### Signal wires on met1, run 1

Bar = 20 µm.
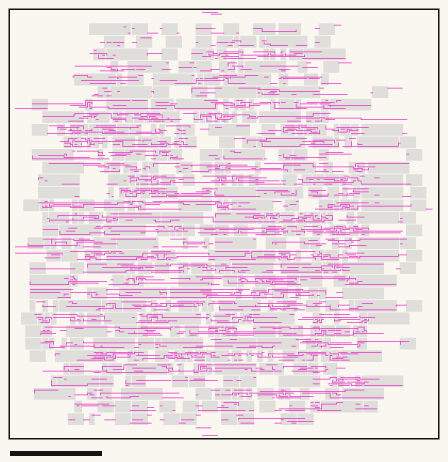
### Met2 routing, run 1

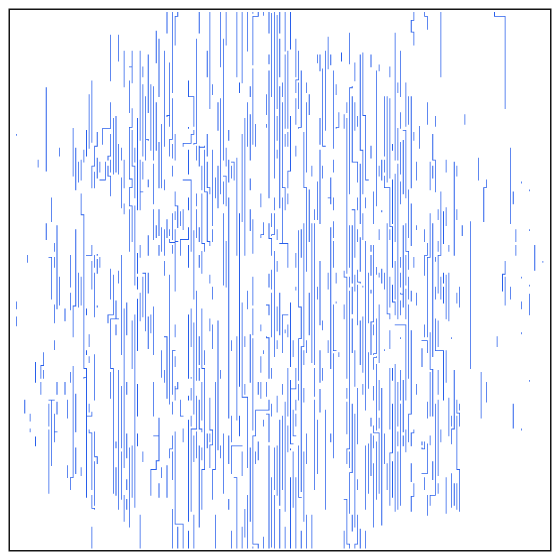
### Signal wires on met3, run 1

Bar = 20 µm.
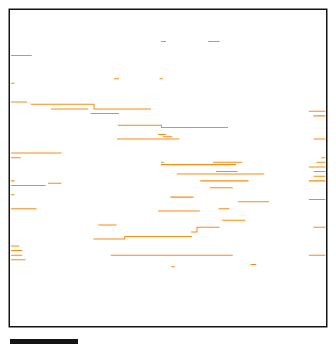
--- src/rtl/fizzbuzz_sequencer.sv ---
// fizzbuzz_sequencer: walks 1..limit after a start command and emits one classified value per beat.
// Latency: first beat one cycle after start is accepted, then one beat per cycle while ready_i is high.
// Backpressure: valid/ready stream; the beat holds unchanged while ready_i is low; abort_i wins over a handshake.
//
// Ports:
//   clk_i, reset_i          rising-edge clock, asynchronous active-high reset
//   start_i, limit_i        run request (sampled only in IDLE) and last value to emit (latched on accept)
//   abort_i                 synchronous cancel of a run in progress (no done pulse)
//   ready_i / valid_o       downstream handshake for number_o and the print_* classification
//   busy_o                  high while a run is active
//   done_o                  one-cycle pulse after the final beat is accepted (or after a zero-limit start)
module fizzbuzz_sequencer #(
  parameter int WIDTH = 32
) (
  input  logic             clk_i,
  input  logic             reset_i,
  input  logic             start_i,
  input  logic [WIDTH-1:0] limit_i,
  input  logic             abort_i,
  input  logic             ready_i,
  output logic             valid_o,
  output logic [WIDTH-1:0] number_o,
  output logic             print_number_o,
  output logic             print_fizz_o,
  output logic             print_buzz_o,
  output logic             print_fizzbuzz_o,
  output logic             busy_o,
  output logic             done_o
);

  typedef enum logic {IDLE = 1'b0, RUN = 1'b1} state_t;

  // flag vector order: {fizzbuzz, buzz, fizz, number}
  state_t           state_q, state_d;
  logic [WIDTH-1:0] number_q, number_d;
  logic [WIDTH-1:0] limit_q, limit_d;
  logic [1:0]       r3_q, r3_d;
  logic [2:0]       r5_q, r5_d;
  logic             valid_q, valid_d;
  logic             done_q, done_d;
  logic [3:0]       flags_q, flags_d;

  // State register
  always_ff @(posedge clk_i or posedge reset_i) begin
    if (reset_i) begin
      state_q  <= IDLE;
      number_q <= '0;
      limit_q  <= '0;
      r3_q     <= '0;
      r5_q     <= '0;
      valid_q  <= 1'b0;
      done_q   <= 1'b0;
      flags_q  <= '0;
    end else begin
      state_q  <= state_d;
      number_q <= number_d;
      limit_q  <= limit_d;
      r3_q     <= r3_d;
      r5_q     <= r5_d;
      valid_q  <= valid_d;
      done_q   <= done_d;
      flags_q  <= flags_d;
    end
  end

  // Next-state logic
  always_comb begin
    state_d  = state_q;
    number_d = number_q;
    limit_d  = limit_q;
    r3_d     = r3_q;
    r5_d     = r5_q;
    valid_d  = valid_q;
    done_d   = 1'b0;

    unique case (state_q)
      IDLE: begin
        if (start_i) begin
          if (limit_i != '0) begin
            state_d  = RUN;
            limit_d  = limit_i;
            number_d = WIDTH'(1);
            r3_d     = 2'd1;
            r5_d     = 3'd1;
            valid_d  = 1'b1;
          end else begin
            // Empty run: acknowledge with done but never present a beat.
            done_d = 1'b1;
          end
        end
      end
      RUN: begin
        if (abort_i) begin
          state_d = IDLE;
          valid_d = 1'b0;
        end else if (valid_q && ready_i) begin
          // Compare before incrementing so an all-ones limit never wraps.
          if (number_q == limit_q) begin
            state_d = IDLE;
            valid_d = 1'b0;
            done_d  = 1'b1;
          end else begin
            number_d = number_q + WIDTH'(1);
            r3_d     = (r3_q == 2'd2) ? 2'd0 : r3_q + 2'd1;
            r5_d     = (r5_q == 3'd4) ? 3'd0 : r5_q + 3'd1;
          end
        end
      end
      default: state_d = IDLE;
    endcase

    // Classification is registered alongside the value it describes.
    flags_d = 4'b0000;
    if (valid_d) begin
      if (r3_d == 2'd0 && r5_d == 3'd0) flags_d = 4'b1000;
      else if (r5_d == 3'd0)            flags_d = 4'b0100;
      else if (r3_d == 2'd0)            flags_d = 4'b0010;
      else                              flags_d = 4'b0001;
    end
  end

  // Outputs come straight from registers.
  always_comb begin
    valid_o          = valid_q;
    number_o         = number_q;
    print_fizzbuzz_o = flags_q[3];
    print_buzz_o     = flags_q[2];
    print_fizz_o     = flags_q[1];
    print_number_o   = flags_q[0];
    busy_o           = (state_q == RUN);
    done_o           = done_q;
  end

endmodule

--- config.mk ---
export PLATFORM = sky130hd
export DESIGN_NAME = fizzbuzz_sequencer
export DESIGN_NICKNAME = d
export VERILOG_FILES = /design/src/rtl/fizzbuzz_sequencer.sv
export SDC_FILE = /design/constraint.sdc
export NUM_CORES = 1
export LEC_CHECK = 0
export ABC_AREA = 0
export CAP_MARGIN = 20
export CORE_MARGIN = 2
export CORE_UTILIZATION = 50
export CTS_CLUSTER_SIZE = 8
export DETAILED_ROUTE_END_ITERATION = 16
export HOLD_SLACK_MARGIN = 0.08
export PLACE_DENSITY = 0.77
export SETUP_SLACK_MARGIN = 0.3
export SLEW_MARGIN = 20
export SYNTH_ARGS = -nofsm -noshare
export SYNTH_HDL_FRONTEND = slang
export SYNTH_SLANG_ARGS = --single-unit
export TNS_END_PERCENT = 100
--- constraint.sdc ---
create_clock -name clk_i -period 3 [get_ports clk_i]
set_clock_uncertainty 0.05 [all_clocks]
set_input_delay 0.6 -clock clk_i [delete_from_list [all_inputs] [get_ports clk_i]]
set_output_delay 0.6 -clock clk_i [all_outputs]
set_load 0.005 [all_outputs]
==> summary.txt, run 1 <==
Update from the flow run.

The violation tally from detailed-route iteration zero is roughly 260. Looking at the clock tree report, the H-tree level count equals 3. In the floorplan report the effective utilization is 0.513.

Of the post-synthesis cell area, the part taken by muxes is 0.00766. Traced cell by cell, the critical path runs through clkdlybuf4s50_1 > nor4_1 > nand4_1 > o21ai_0 > or2b_1 > a31oi_1 > a211oi_2 > nor3b_2. Per the synthesis report, the XOR/XNOR share of the synthesized area is 0.116.

The maximum clock insertion buffer count is 2. Per the post-synthesis stats, the area per cell is 9.18 µm². The net switching fraction of the power is 0.296. Counting I/O delays and the setup requirement, the final critical path takes approximately 2.6 ns.

The internal power summed over all cells is about 1.7 mW. The compound-cell area share of the yosys netlist is 0.0836. After floorplanning, the core was sized to cover 7650 µm². The count of nets left with antenna violations once routing finished came out at 0. STA lists the startpoint of the worst hold path as limit_q[21]. The final hold slack is around 0.45 ns. Ranking logic cells in the layout by count gives the top entries 120 x sky130_fd_sc_hd__nand2_1, 76 x sky130_fd_sc_hd__dfrtp_1, 75 x sky130_fd_sc_hd__clkdlybuf4s50_1. The biggest fanout along the worst timing path is 4. The share of power burned in combinational logic is 0.212. The run finished with clean final reports. STA classifies the critical path startpoint as an input pin. The post-cts resize count is 0. The leading cell type in the layout, fill and taps excluded is sky130_fd_sc_hd__nand2_1. The largest non-sequential cell family by area is simple AND/OR/NAND/NOR gates. The DRC violation count after routing is 0. According to the Yosys statistics, the synthesized design has a chip area of around 4000 µm². The count of nets after finishing is approximately 550.

Using the TritonRoute via totals, the vias-per-cell ratio works out to around 5.4. The number of inserted diodes is 0. The worst voltage drop across the vdd grid is 0.264 mV.
Back to the opening pictures, 'Signal wires on met1':
wire length on this layer	4300 µm
main direction	horizontal
nets with wire on the layer	493
via count of the routed design: 3297
met1 global-route usage: 0.326

Back to the opening pictures, 'Met2 routing':
wire length on this layer	4840 µm
nets with wire on the layer	442
share of all routed wire	50%
main direction	vertical
routed wire length: 9720 µm
GRT met2 Usage: 0.393

Back to the opening pictures, 'Signal wires on met3':
main direction	horizontal
share of all routed wire	4.3%
nets with wire on the layer	44
wire length on this layer	419 µm
met3 track demand over resource: 0.0423

## run 1: cell type report
cell class / instances / area, µm²
Fill cell: 610 / 2640
Inverter: 7 / 26.3
Clock buffer: 11 / 151
Timing Repair Buffer: 89 / 881
Clock inverter: 2 / 12.5
Multi-Input combinational cell: 326 / 1910
Sequential cell: 76 / 1900
Tap cell: 102 / 128
## run 1: state kept, by name, indices dropped and copies added, names as in the netlist
register and flops:
valid_o 1, number_o 32, flags_q 4, limit_q 32
done_o 1, r3_q 2, r5_q 3, busy_o 1
## run 1: metal layers
layer,track usage,part of all wire
met5,0,0
met4,0.0759,0.016
met3,0.0423,0.043
met2,0.393,0.50
met1,0.326,0.44
## run 1: worst paths after layout
check                           cells after the start  slack, ns      endpoint
worst max-delay path                                8       0.42    flags_q[3]
worst min-delay path                                2       0.45   limit_q[21]
worst max register to register                      8       0.47  number_o[31]
worst min register to register                      2       0.45   limit_q[21]
max in group asynchronous                           3       1.52        done_o
min in group asynchronous                           2       0.64    limit_q[8]
## run 1: metrics by stage
stage,cells,cell area (µm²),setup slack [ns],utilization
after floorplan,427,3920,0.412,-
after global placement,600,4850,0.120,0.634
after detailed placement,600,4850,0.0919,0.634
after CTS,613,5010,0.410,0.655
after global routing,613,5010,0.297,0.655
final,613,5010,0.421,0.655
## run 1: cell families (layout without fill, tap and decap cells)
| logic type | Yosys count | count (layout) |
|---|---|---|
| buffers and inverters | 25 | 109 |
| muxes | 3 | 3 |
| AOI/OAI and AO/OA | 49 | 49 |
| and+or+nand+nor | 219 | 219 |
| DFF | 76 | 76 |
| adders and majority gates | 3 | 3 |
| xor gates and xnor gates | 52 | 52 |
==> run 2: changes to the inputs <==
Settings changed: SKIP_LAST_GASP from default to 1.
Clock period 3 ns to 3.1 ns, I/O delays scaled along.
==> run 2 against run 1 <==
Worst setup slack worse by 0.0094 ns. Area after synthesis stayed put. Worst hold slack better by 0.00088 ns. Clock-buffer cell count is 3 higher. Total power fell by 3.9%. Critical path depth grew 2. Cell area fell by 0.25%.
==> summary.txt, run 2 <==
Update from the flow run.

The pre-placement core utilization was 0.513 (unchanged). The biggest fanout along the worst timing path came to 8 (was 4). The average size of a mapped cell is 9.18 µm² (unchanged). The relative slew slack is 0.615 (was 0.503). The area of placed instances was 4820 µm² (was 4850 µm²).

The final core area utilization is 0.653 (was 0.655). The total cell area reported by yosys after synthesis was 3920 µm² (unchanged). The maximum level of the CTS H-tree was 3 (unchanged). The maximum clock insertion buffer count is 2 (unchanged).

The number of antenna-violating nets in the routed design came to 0 (unchanged). The setup slack after placement is 0.125 ns (was 0.0919 ns). The share of power burned in combinational logic is 0.211 (was 0.212).

The number of cells in the yosys synthesis report is 427 (unchanged). The DRC violation count after routing came to 0 (unchanged). The leading cell type in the layout, fill and taps excluded was sky130_fd_sc_hd__nand2_1 (unchanged). The violation tally from detailed-route iteration zero came to 183 (was 263). The count of nets after finishing is 548 (was 549). The final cell area excluding filler cells is 5000 µm² (was 5010 µm²).

The worst voltage drop across the vdd grid came to 0.312 mV (was 0.264 mV). The final hold slack was 0.449 ns (was 0.448 ns). The number of filler instances in the final layout is 624 (was 610). Run status: complete, no violations (unchanged). The cell count after placement is 598 (was 600). The filler-free cell count of the finished design is 615 (was 613). The number of inserted diodes came to 0 (unchanged). Crit-path cells: clkdlybuf4s50_1 > nor4_1 > buf_4 > nand4_1 > o21ba_2 > o21a_1 > o211ai_1 > a211oi_2 > buf_4 > nor3_1 (was clkdlybuf4s50_1 > nor4_1 > nand4_1 > o21ai_0 > or2b_1 > a31oi_1 > a211oi_2 > nor3b_2). The final period demand of the worst path is about 2.7 ns. The net switching fraction of the power was 0.297 (was 0.296). The final worst slack is 0.411 ns (was 0.421 ns). The element type at the critical path start is an input pin (unchanged). The area of the placeable core is 7650 µm² (unchanged).
[run 2: logic make-up (layout without fill, tap and decap cells)]
logic type | after synthesis | after routing | synth area share
xor gates and xnor gates | 52 | 52 | 0.116
DFF | 76 | 76 | 0.485
and+or+nand+nor | 219 | 219 | 0.270
buffers and inverters | 25 | 111 | 0.0278
AOI/OAI and AO/OA | 49 | 49 | 0.0836
adders and majority gates | 3 | 3 | 0.00958
muxes | 3 | 3 | 0.00766
[run 2: repair_timing]
| item | 4_1_cts | 5_1_grt |
|---|---|---|
| endpoints found under the setup margin | 0 | 4 |
| gates resized | 0 | 1 |
| setup buffers | 0 | 1 |
[run 2: final timing paths]
path	from	end	slack (ns)	cells after the start
max in group asynchronous	reset_i	number_o[24]	1.79	3
setup reg to reg	number_o[3]	number_o[27]	0.53	8
setup / recovery	limit_i[17]	flags_q[1]	0.41	10
hold / removal	limit_q[23]	limit_q[23]	0.45	2
hold reg to reg	limit_q[23]	limit_q[23]	0.45	2
min in group asynchronous	reset_i	number_o[5]	0.59	2
[run 2: power by group through the flow]
stage,Combinational [mW],Sequential [mW],Clock [mW]
after detailed placement,0.493,1.22,0
after global routing,0.551,1.21,0.721
after global placement,0.484,1.21,0
after CTS,0.497,1.20,0.668
after floorplan,0.313,1.20,0
final,0.497,1.20,0.662
[run 2: final cells by class]
class	instances	area, µm²	area share
Clock buffer	14	153	0.0305
Clock inverter	2	10.0	0.00200
Inverter	7	26.3	0.00526
Multi-Input combinational cell	326	1920	0.384
Sequential cell	76	1900	0.381
Tap cell	102	128	0.0255
Timing Repair Buffer	88	861	0.172
[run 2: per-layer routing]
metal	vias to the layer above	routed length [µm]	global-route usage
met4	0	119	0.0808
met1	1678	4210	0.333
met2	70	4960	0.391
met3	11	426	0.0317
li1	1624	-	-
met5	-	0	0
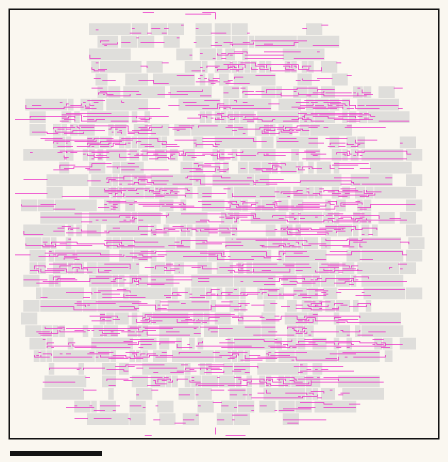
*Signal wires on met1, run 2*
Bar = 20 µm.
longest straight run	48.3 µm
main direction	horizontal
wire length on this layer	4210 µm
via count of the routed design: 3383
met1 global-route usage: 0.333
routed wire length: 9720 µm

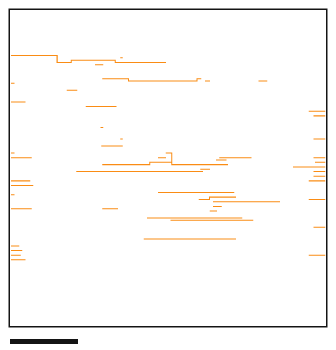
*Signal wires on met3, run 2*
Bar = 20 µm.
nets with wire on the layer	41
wire length on this layer	426 µm
longest straight run	36.8 µm
main direction	horizontal
met3 track demand over resource: 0.0317

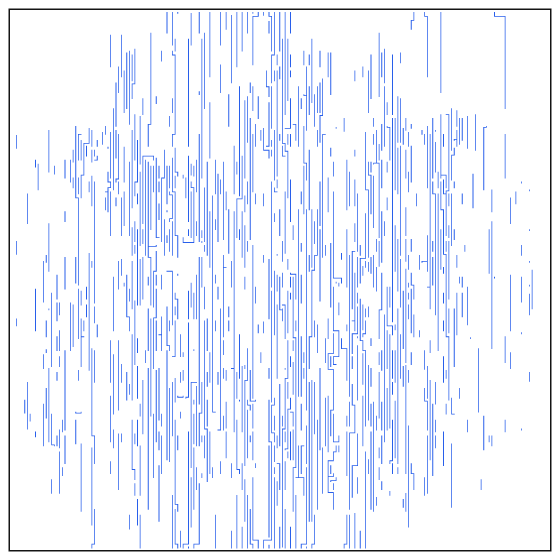
*Met2 routing, run 2*
share of all routed wire	51%
wire length on this layer	4960 µm
nets with wire on the layer	468
main direction	vertical
GRT met2 Usage: 0.391

No activity file was given, so power comes from the tool's default toggle rates.
